run_1/pdn.png
Pins as bars on the die edge. Tap cells in gray.
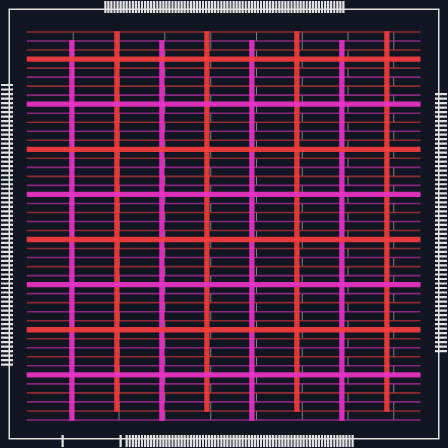
run_1/cell_classes.png
The bar under the picture is 50 um long.
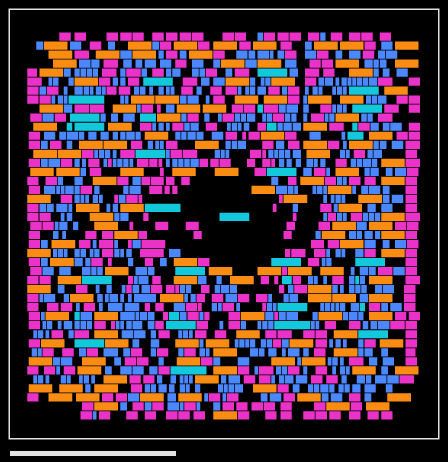
run_1/final_congestion.png
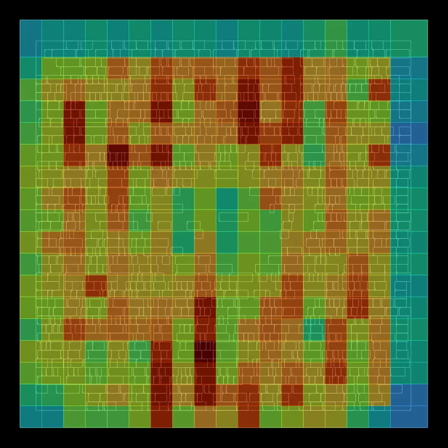
File: config.mk
export PLATFORM = sky130hd
export DESIGN_NAME = dpram_port_master
export DESIGN_NICKNAME = d
export VERILOG_FILES = /design/src/rtl/dpram_port_master.sv
export SDC_FILE = /design/constraint.sdc
export NUM_CORES = 1
export LEC_CHECK = 0
export CORE_MARGIN = 5
export CORE_UTILIZATION = 45
export CTS_CLUSTER_SIZE = 40
export DETAILED_ROUTE_END_ITERATION = 10
export GPL_TIMING_DRIVEN = 0
export PLACE_DENSITY = 0.84
export SETUP_SLACK_MARGIN = 0.15
export SYNTH_ARGS = -nofsm -noshare
export SYNTH_HDL_FRONTEND = slang
export SYNTH_SLANG_ARGS = --single-unit
File: constraint.sdc
create_clock -name clk_i -period 3.09 [get_ports clk_i]
set_input_delay 0.309 -clock clk_i [delete_from_list [all_inputs] [get_ports clk_i]]
set_output_delay 0.309 -clock clk_i [all_outputs]
set_load 0.01 [all_outputs]
File: src/rtl/dpram_port_master.sv
// rtl/dpram_port_master.sv - one-port controller for dpram: read, write, atomic set/clear with response channel
// Optional post-reset zero sweep of the whole RAM: define DPRAM_MASTER_ZERO_INIT_EN.
module dpram_port_master #(
   parameter int DATA_WIDTH = 64,
   parameter int ADDR_WIDTH = 6
) (
   input  logic                  clk_i,
   input  logic                  rst_n_i,
   input  logic                  req_valid_i,
   output logic                  req_ready_o,
   input  logic [1:0]            req_op_i,
   input  logic [ADDR_WIDTH-1:0] req_addr_i,
   input  logic [DATA_WIDTH-1:0] req_data_i,
   output logic                  rsp_valid_o,
   input  logic                  rsp_ready_i,
   output logic [DATA_WIDTH-1:0] rsp_data_o,
   output logic                  mem_wen_o,
   output logic [ADDR_WIDTH-1:0] mem_addr_o,
   output logic [DATA_WIDTH-1:0] mem_data_o,
   input  logic [DATA_WIDTH-1:0] mem_q_i
);

   localparam logic [2:0] S_IDLE  = 3'd0;
   localparam logic [2:0] S_ISSUE = 3'd1;
   localparam logic [2:0] S_WAIT  = 3'd2;
   localparam logic [2:0] S_RESP  = 3'd3;
`ifdef DPRAM_MASTER_ZERO_INIT_EN
   localparam logic [2:0] S_INIT  = 3'd4;
   localparam logic [2:0] S_RESET = S_INIT;
   localparam logic [ADDR_WIDTH:0] INIT_LAST = {1'b0, {ADDR_WIDTH{1'b1}}};
`else
   localparam logic [2:0] S_RESET = S_IDLE;
`endif

   localparam logic [1:0] OP_READ  = 2'b00;
   localparam logic [1:0] OP_WRITE = 2'b01;
   localparam logic [1:0] OP_SET   = 2'b10;
   localparam logic [1:0] OP_CLR   = 2'b11;

   logic [2:0]            state_q, state_d;
   logic [1:0]            op_q;
   logic [ADDR_WIDTH-1:0] addr_q;
   logic [DATA_WIDTH-1:0] data_q;
   logic [DATA_WIDTH-1:0] rsp_data_q, rsp_data_d;
   logic                  wen;
   logic [DATA_WIDTH-1:0] wdata;
   logic                  accept;

   assign req_ready_o = rst_n_i && (state_q == S_IDLE);
   assign rsp_valid_o = rst_n_i && (state_q == S_RESP);
   assign rsp_data_o  = rsp_data_q;
   assign accept      = req_valid_i && req_ready_o;

`ifdef DPRAM_MASTER_ZERO_INIT_EN
   logic [ADDR_WIDTH:0] cnt_q;

   always_ff @(posedge clk_i) begin
      if (!rst_n_i) begin
         cnt_q <= '0;
      end else if (state_q == S_INIT) begin
         cnt_q <= cnt_q + 1'b1;
      end
   end

   assign mem_addr_o = (state_q == S_INIT) ? cnt_q[ADDR_WIDTH-1:0] : addr_q;
`else
   assign mem_addr_o = addr_q;
`endif

   // WAIT is the only cycle mem_q is meaningful; the RMW writeback is formed from it directly
   always_comb begin
      state_d    = state_q;
      rsp_data_d = rsp_data_q;
      wen        = 1'b0;
      wdata      = '0;
      case (state_q)
         S_IDLE: begin
            if (req_valid_i) state_d = S_ISSUE;
         end
         S_ISSUE: begin
            if (op_q == OP_WRITE) begin
               wen     = 1'b1;
               wdata   = data_q;
               state_d = S_IDLE;
            end else begin
               state_d = S_WAIT;
            end
         end
         S_WAIT: begin
            rsp_data_d = mem_q_i;
            state_d    = S_RESP;
            if (op_q == OP_SET) begin
               wen   = 1'b1;
               wdata = mem_q_i | data_q;
            end else if (op_q == OP_CLR) begin
               wen   = 1'b1;
               wdata = mem_q_i & ~data_q;
            end
         end
         S_RESP: begin
            if (rsp_ready_i) state_d = S_IDLE;
         end
`ifdef DPRAM_MASTER_ZERO_INIT_EN
         S_INIT: begin
            wen = 1'b1;
            if (cnt_q == INIT_LAST) state_d = S_IDLE;
         end
`endif
         default: state_d = S_IDLE;
      endcase
   end

   // Reset gates the write strobe so an interrupted RMW never reaches the RAM
   assign mem_wen_o  = rst_n_i && wen;
   assign mem_data_o = rst_n_i ? wdata : '0;

   always_ff @(posedge clk_i) begin
      if (!rst_n_i) begin
         state_q    <= S_RESET;
         op_q       <= OP_READ;
         addr_q     <= '0;
         data_q     <= '0;
         rsp_data_q <= '0;
      end else begin
         state_q    <= state_d;
         rsp_data_q <= rsp_data_d;
         if (accept) begin
            op_q   <= req_op_i;
            addr_q <= req_addr_i;
            data_q <= req_data_i;
         end
      end
   end

endmodule

==> run_results.csv, run 1 <==
group,metric,value,unit
power_and_ir_drop,power.net_switching,1800,uW
final_layout,comb_share,0.320,
run,stage_log_warnings,30,
final_layout,logic_area,3250,um2
worst_setup_path,critical-path-top-delay-family,"buffers and inverters",
synthesis,synth-seq-area-share,0.433,
final_layout,antenna-diode-count,0,
placement,globalplace.congestion,0.836,
min_path,holdCritPathClass,"input pin to flop",
final_layout,n_sequential_cell,138,
clock_tree,cts-buffers-inserted,17,
global_routing,global_route.usage.total,0.270,
worst_setup_path,timing.critical_path.required,2780,ps
final_timing,maxSlewHeadroom,0.604,
final_layout,num-multi-input-gates,557,
synthesis,ys.flops,138,
power_and_ir_drop,power.group.top,"registers",
final_layout,n_fill_cell,1093,
synthesis,asyncSetResetFlopFracSynth,0,
worst_setup_path,timing.rr.start,"state_q[0]",
final_timing,grt_setup_unrepaired,"yes",
power_and_ir_drop,report.power.total,6090,uW
clock_tree,cts_tree,"done",
placement,tally_of_buffers_added_on_design_ports,276,
min_path,worstHoldEndpoint,"data_q[42]",
worst_setup_path,kind_of_critical_path,"flop to output port",
clock_tree,post_cts_hold_buffer_count,0,
synthesis,avgSynthCellArea,8.35,um2
placement,placedInstanceArea,9360,um2
global_routing,grt_first_pass_wirelength,35100,um
routing,routed_wl,23000,um
worst_setup_path,cp_common_cell,"buf_6",
floorplan,chipWidth,129,um
final_timing,final.setup.worst_slack,261,ps
routing,routed.top_layer,"met4",
status,status,"finished, final reports clean",
power_and_ir_drop,pwr_density_cell,599,nW/um2
final_layout,drive_above_1_share,0.0754,
routing,ant_nets,0,
clock_tree,insertion_delay_to_the_later_sink_of_the_worst_skew_pair,430,ps
synthesis,yosys-top-cells-area,"dfxtp_1, mux2i_1, o21ai_0, nand2_1, nand3b_1",
routing,detail_route.first_pass.iterations,5,
synthesis,number_of_synthesized_flops_with_an_enable_pin,0,
global_routing,grt_max_degree,17,
global_routing,global_route.overflow_total,0,
Notes on pdn.png above:
magenta -> VSS
red -> VDD
tap cells = 180
signal pins = 277
met5 straps = 8
rows = 43

Notes on cell_classes.png above:
cyan -> clock drivers and dummy loads  # cells 32, share of their area 6.3%
magenta -> other buffers and delay cells  # cells 342, share of their area 33%
blue -> all other logic  # cells 562, share of their area 33%
orange -> flip-flops  # cells 138, share of their area 28%
number of placement rows: 43
Design Area, Final: 10200 um2

Notes on final_congestion.png above:
busiest layer in global routing: met2
fraction of the core area covered by cells at the end of the flow: 0.732
routed length per instance: 18.3 um
met1 routing resource usage after global routing: 0.328

-- run 1: logic make-up (layout without fill, tap and decap cells) --
kind of cell,count (synthesis),after routing,synth area share
DFF,138,138,0.433
AOI/OAI and AO/OA,205,205,0.165
and+or+nand+nor,284,284,0.235
adders and majority gates,4,4,0.00785
muxes,64,64,0.100
buffers and inverters,69,379,0.0583
-- run 1: cells in the mapped netlist (13+ instances only) --
cell / instances
a21oi_1: 64
buf_2: 13
buf_4: 19
clkbuf_1: 26
dfxtp_1: 138
mux2i_1: 64
nand2_1: 146
nand3b_1: 64
nor2b_1: 68
o21ai_0: 124
o21ai_1: 13
-- run 1: timing repair --
item	CTS	global route
pin swaps	1	1
endpoints found under the setup margin	54	58
buffers inserted	2	0
gates resized	13	48
## Run 2: what changed since run 1
--- a/config.mk
+++ b/config.mk
@@ -7,7 +7,7 @@
 export LEC_CHECK = 0
 export CORE_MARGIN = 5
 export CORE_UTILIZATION = 45
-export CTS_CLUSTER_SIZE = 40
+export CTS_CLUSTER_SIZE = 28
 export DETAILED_ROUTE_END_ITERATION = 10
 export GPL_TIMING_DRIVEN = 0
 export PLACE_DENSITY = 0.84
run_2/cell_classes.png
The bar under the picture is 50 um long.
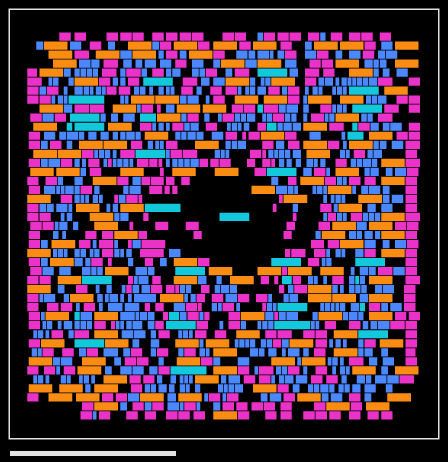
flip-flop and latch share of the layout cell area: 0.272
core region area: 13900 um2

==> run_results.csv, run 2 <==
group,metric,value,unit
global_routing,grt_max_degree,17,
synthesis,yosys-top-cells-area,"dfxtp_1, mux2i_1, o21ai_0, nand2_1, nand3b_1",
final_layout,drive_above_1_share,0.0754,
floorplan,std_cell_rows,43,
synthesis,yosys-dominant-comb-family,"simple AND/OR/NAND/NOR gates",
final_layout,antenna-diode-count,0,
routing,ant_nets,0,
synthesis,number_of_synthesized_flops_with_an_enable_pin,0,
synthesis,yosys-mux-area-fraction,0.100,
routing,post_drt_wl_per_cell,18.3,um
final_layout,design_area,10200,um2
worst_setup_path,kind_of_critical_path,"flop to output port",
global_routing,global_route.usage.total,0.270,
synthesis,synth-seq-area-share,0.433,
clock_tree,post_cts_hold_buffer_count,0,
global_routing,global_route.overflow_total,0,
placement,placedInstanceArea,9360,um2
final_timing,maxSlewHeadroom,0.604,
final_timing,timing.final.crit_period,2830,ps
final_layout,comb_share,0.320,
clock_tree,cts_tree,"done",
synthesis,yosys.area_share.simple,0.235,
final_timing,final.hold.worst_slack,425,ps
final_layout,n_fill_cell,1093,
power_and_ir_drop,power.group.top,"registers",
synthesis,synth.cellmix.compoundShare,0.165,
placement,tally_of_buffers_added_on_design_ports,276,
routing,routed_wl,23000,um
synthesis,synth.top_cells.by_count,"nand2_1, dfxtp_1, o21ai_0, nor2b_1",
floorplan,chipWidth,129,um
global_routing,global_route.peak_usage_layer,"met2",
placement,globalplace.congestion,0.836,
global_routing,met1_usage,0.328,
routing,routed.top_layer,"met4",
synthesis,yosys.area_share.adder,0.00785,
final_timing,grt_setup_unrepaired,"yes",
final_layout,final_core_util,0.732,
final_layout,num-multi-input-gates,557,
global_routing,grt_first_pass_wirelength,35100,um
routing,detail_route.first_pass.iterations,5,
synthesis,synth_dominant_cell_count,"nand2_1",
worst_setup_path,timing.critical_path.required,2780,ps
clock_tree,insertion_delay_to_the_later_sink_of_the_worst_skew_pair,430,ps
run,stage_log_warnings,30,
worst_setup_path,critical-path-top-delay-family,"buffers and inverters",
synthesis,asyncSetResetFlopFracSynth,0,
synthesis,ys.flops,138,
clock_tree,cts-buffers-inserted,17,
status,status,"finished, final reports clean",
power_and_ir_drop,power.net_switching,1800,uW
min_path,holdCritPathClass,"input pin to flop",
worst_setup_path,timing.rr.start,"state_q[0]",
final_layout,n_sequential_cell,138,
run_2/registers.png
Other sequential cells in the stronger gray, the rest of the logic in the fainter gray.
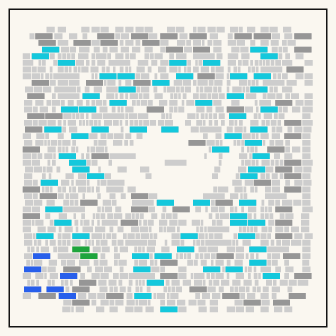
green -> `state_q`  # flops 2
cyan -> `data_q`  # flops 64, where all over the die
blue -> `mem_addr_o`  # flops 6, where bottom left
not colored = 66
area taken by flip-flops and latches: 2760 um2
Sequential Power: 2240 uW

## run 2: cell counts after synthesis
No cell type changed its count.
## run 2: how the worst min path moves through the flow
stage,start,to,slack [ps],cells after the start
2_1_floorplan,req_data_i[0],data_q[0],420,2
3_3_place_gp,data_q[39],data_q[39],440,2
3_5_place_dp,data_q[5],data_q[5],450,2
4_1_cts,req_data_i[36],data_q[36],410,3
5_1_grt,req_addr_i[4],mem_addr_o[4],430,3
6_report,req_data_i[42],data_q[42],430,3
## run 2: stage by stage
step / setup slack, ps / power (uW)
floorplan: 1340 / 3130
global route: 135 / 6360
detailed placement: 292 / 3880
CTS: 154 / 6090
global placement: 292 / 3840
finish: 261 / 6090
## run 2: what timing repair did
item,4_1_cts,5_1_grt
pin swaps,1,1
resized,13,48
buffers inserted,2,0
setup endpoints to repair,54,58
cloned,0,0
run_2/final_congestion.png
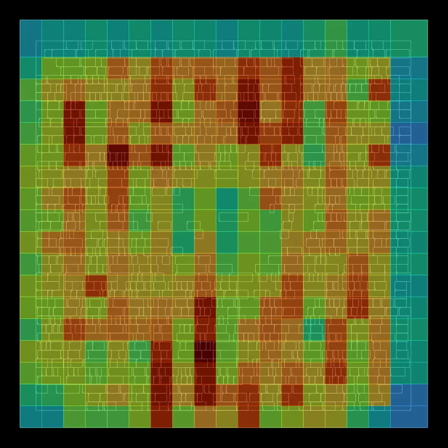

## Run 3: what changed since run 2
--- a/config.mk
+++ b/config.mk
@@ -6,12 +6,13 @@
 export NUM_CORES = 1
 export LEC_CHECK = 0
 export CORE_MARGIN = 5
-export CORE_UTILIZATION = 45
+export CORE_UTILIZATION = 43
 export CTS_CLUSTER_SIZE = 28
 export DETAILED_ROUTE_END_ITERATION = 10
 export GPL_TIMING_DRIVEN = 0
-export PLACE_DENSITY = 0.84
+export PLACE_DENSITY = 0.8
 export SETUP_SLACK_MARGIN = 0.15
+export SLEW_MARGIN = 20
 export SYNTH_ARGS = -nofsm -noshare
 export SYNTH_HDL_FRONTEND = slang
 export SYNTH_SLANG_ARGS = --single-unit
==> constraint.sdc (replaced) <==
create_clock -name clk_i -period 3.2 [get_ports clk_i]
set_input_delay 0.32 -clock clk_i [delete_from_list [all_inputs] [get_ports clk_i]]
set_output_delay 0.32 -clock clk_i [all_outputs]
set_load 0.01 [all_outputs]
run_3/final_congestion.png
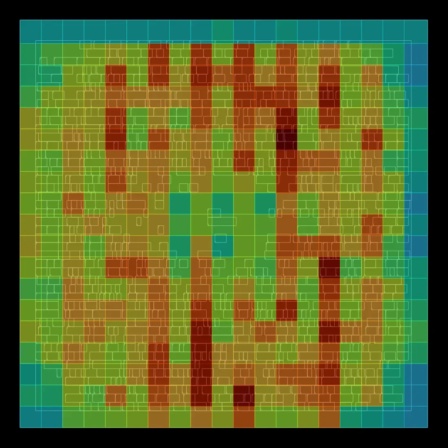
met2 routing resource usage after global routing: 0.436
met1 routing resource usage after global routing: 0.317
Total Routing Usage GR: 0.257
fraction of the core area covered by cells at the end of the flow: 0.693

run_3/pdn.png
Pins as bars on the die edge. Tap cells in gray.
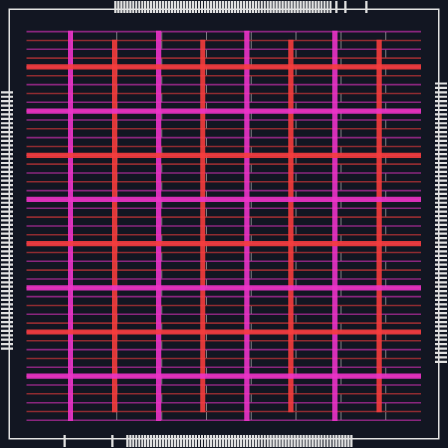
red -> VDD
magenta -> VSS
met4 straps = 8
tap cells = 184
rows = 44
met5 straps = 8
Die Span X: 132 um
core region area: 14500 um2
Peak supply drop: 0.000355 V

==> run_results.csv, run 3 <==
group,metric,value,unit
clock_tree,post_cts_hold_buffer_count,0,
clock_tree,cts_tree,"done",
synthesis,synth_dominant_cell_count,"nand2_1",
routing,ant_nets,0,
clock_tree,insertion_delay_to_the_later_sink_of_the_worst_skew_pair,420,ps
power_and_ir_drop,seq-power,2150,uW
synthesis,asyncSetResetFlopFracSynth,0,
final_layout,num-multi-input-gates,557,
clock_tree,post_cts_buffers,0,
routing,routed.top_layer,"met4",
synthesis,synth-seq-area-share,0.433,
placement,tally_of_buffers_added_on_design_ports,276,
final_layout,seq_area_frac,0.274,
routing,routed_wl,22800,um
final_layout,n_fill_cell,1172,
run,stage_log_warnings,29,
final_layout,antenna-diode-count,0,
placement,placedInstanceArea,9370,um2
global_routing,global_route.overflow_total,0,
final_timing,maxSlewHeadroom,0.620,
final_layout,n_sequential_cell,138,
synthesis,number_of_synthesized_flops_with_an_enable_pin,0,
worst_setup_path,kind_of_critical_path,"flop to output port",
power_and_ir_drop,report.power.total,5850,uW
global_routing,global_route.peak_usage_layer,"met2",
status,status,"finished, final reports clean",
clock_tree,cts-buffers-inserted,17,
synthesis,yosys-top-cells-area,"dfxtp_1, mux2i_1, o21ai_0, nand2_1, nand3b_1",
routing,detail_route.first_pass.iterations,5,
power_and_ir_drop,power.group.top,"registers",
final_layout,area.sequential,2760,um2
global_routing,grt_first_pass_wirelength,35800,um
worst_setup_path,timing.critical_path.required,2880,ps
final_layout,drive_above_1_share,0.0745,
final_layout,comb_share,0.322,
==> run 3: cell counts after synthesis <==
No cell type changed its count.
==> run 3: path summary, 6_finish.rpt <==
| check | endpoint | startpoint | slack (ps) |
|---|---|---|---|
| max | mem_data_o[43] | state_q[1] | 330 |
| min reg2reg | data_q[37] | data_q[37] | 460 |
| max reg2reg | mem_addr_o[5] | state_q[0] | 1450 |
| min | data_q[6] | req_data_i[6] | 440 |
==> run 3: logic make-up after synthesis <==
kind of cell,synth area share
buf+inv,0.0583
fa+ha+maj,0.00785
compound gates,0.165
mux,0.100
simple gates,0.235
flops,0.433
==> run 3: worst max-delay path: stages (launching register included) <==
cell	delay, ps
dfxtp_1	340
inv_1	100
ha_1	180
and3b_1	210
buf_4	200
o21bai_4	130
buf_6	170
a21oi_1	210
clkdlybuf4s50_1	580
Power figures rest on the tool's default switching activity, not on a simulated workload.
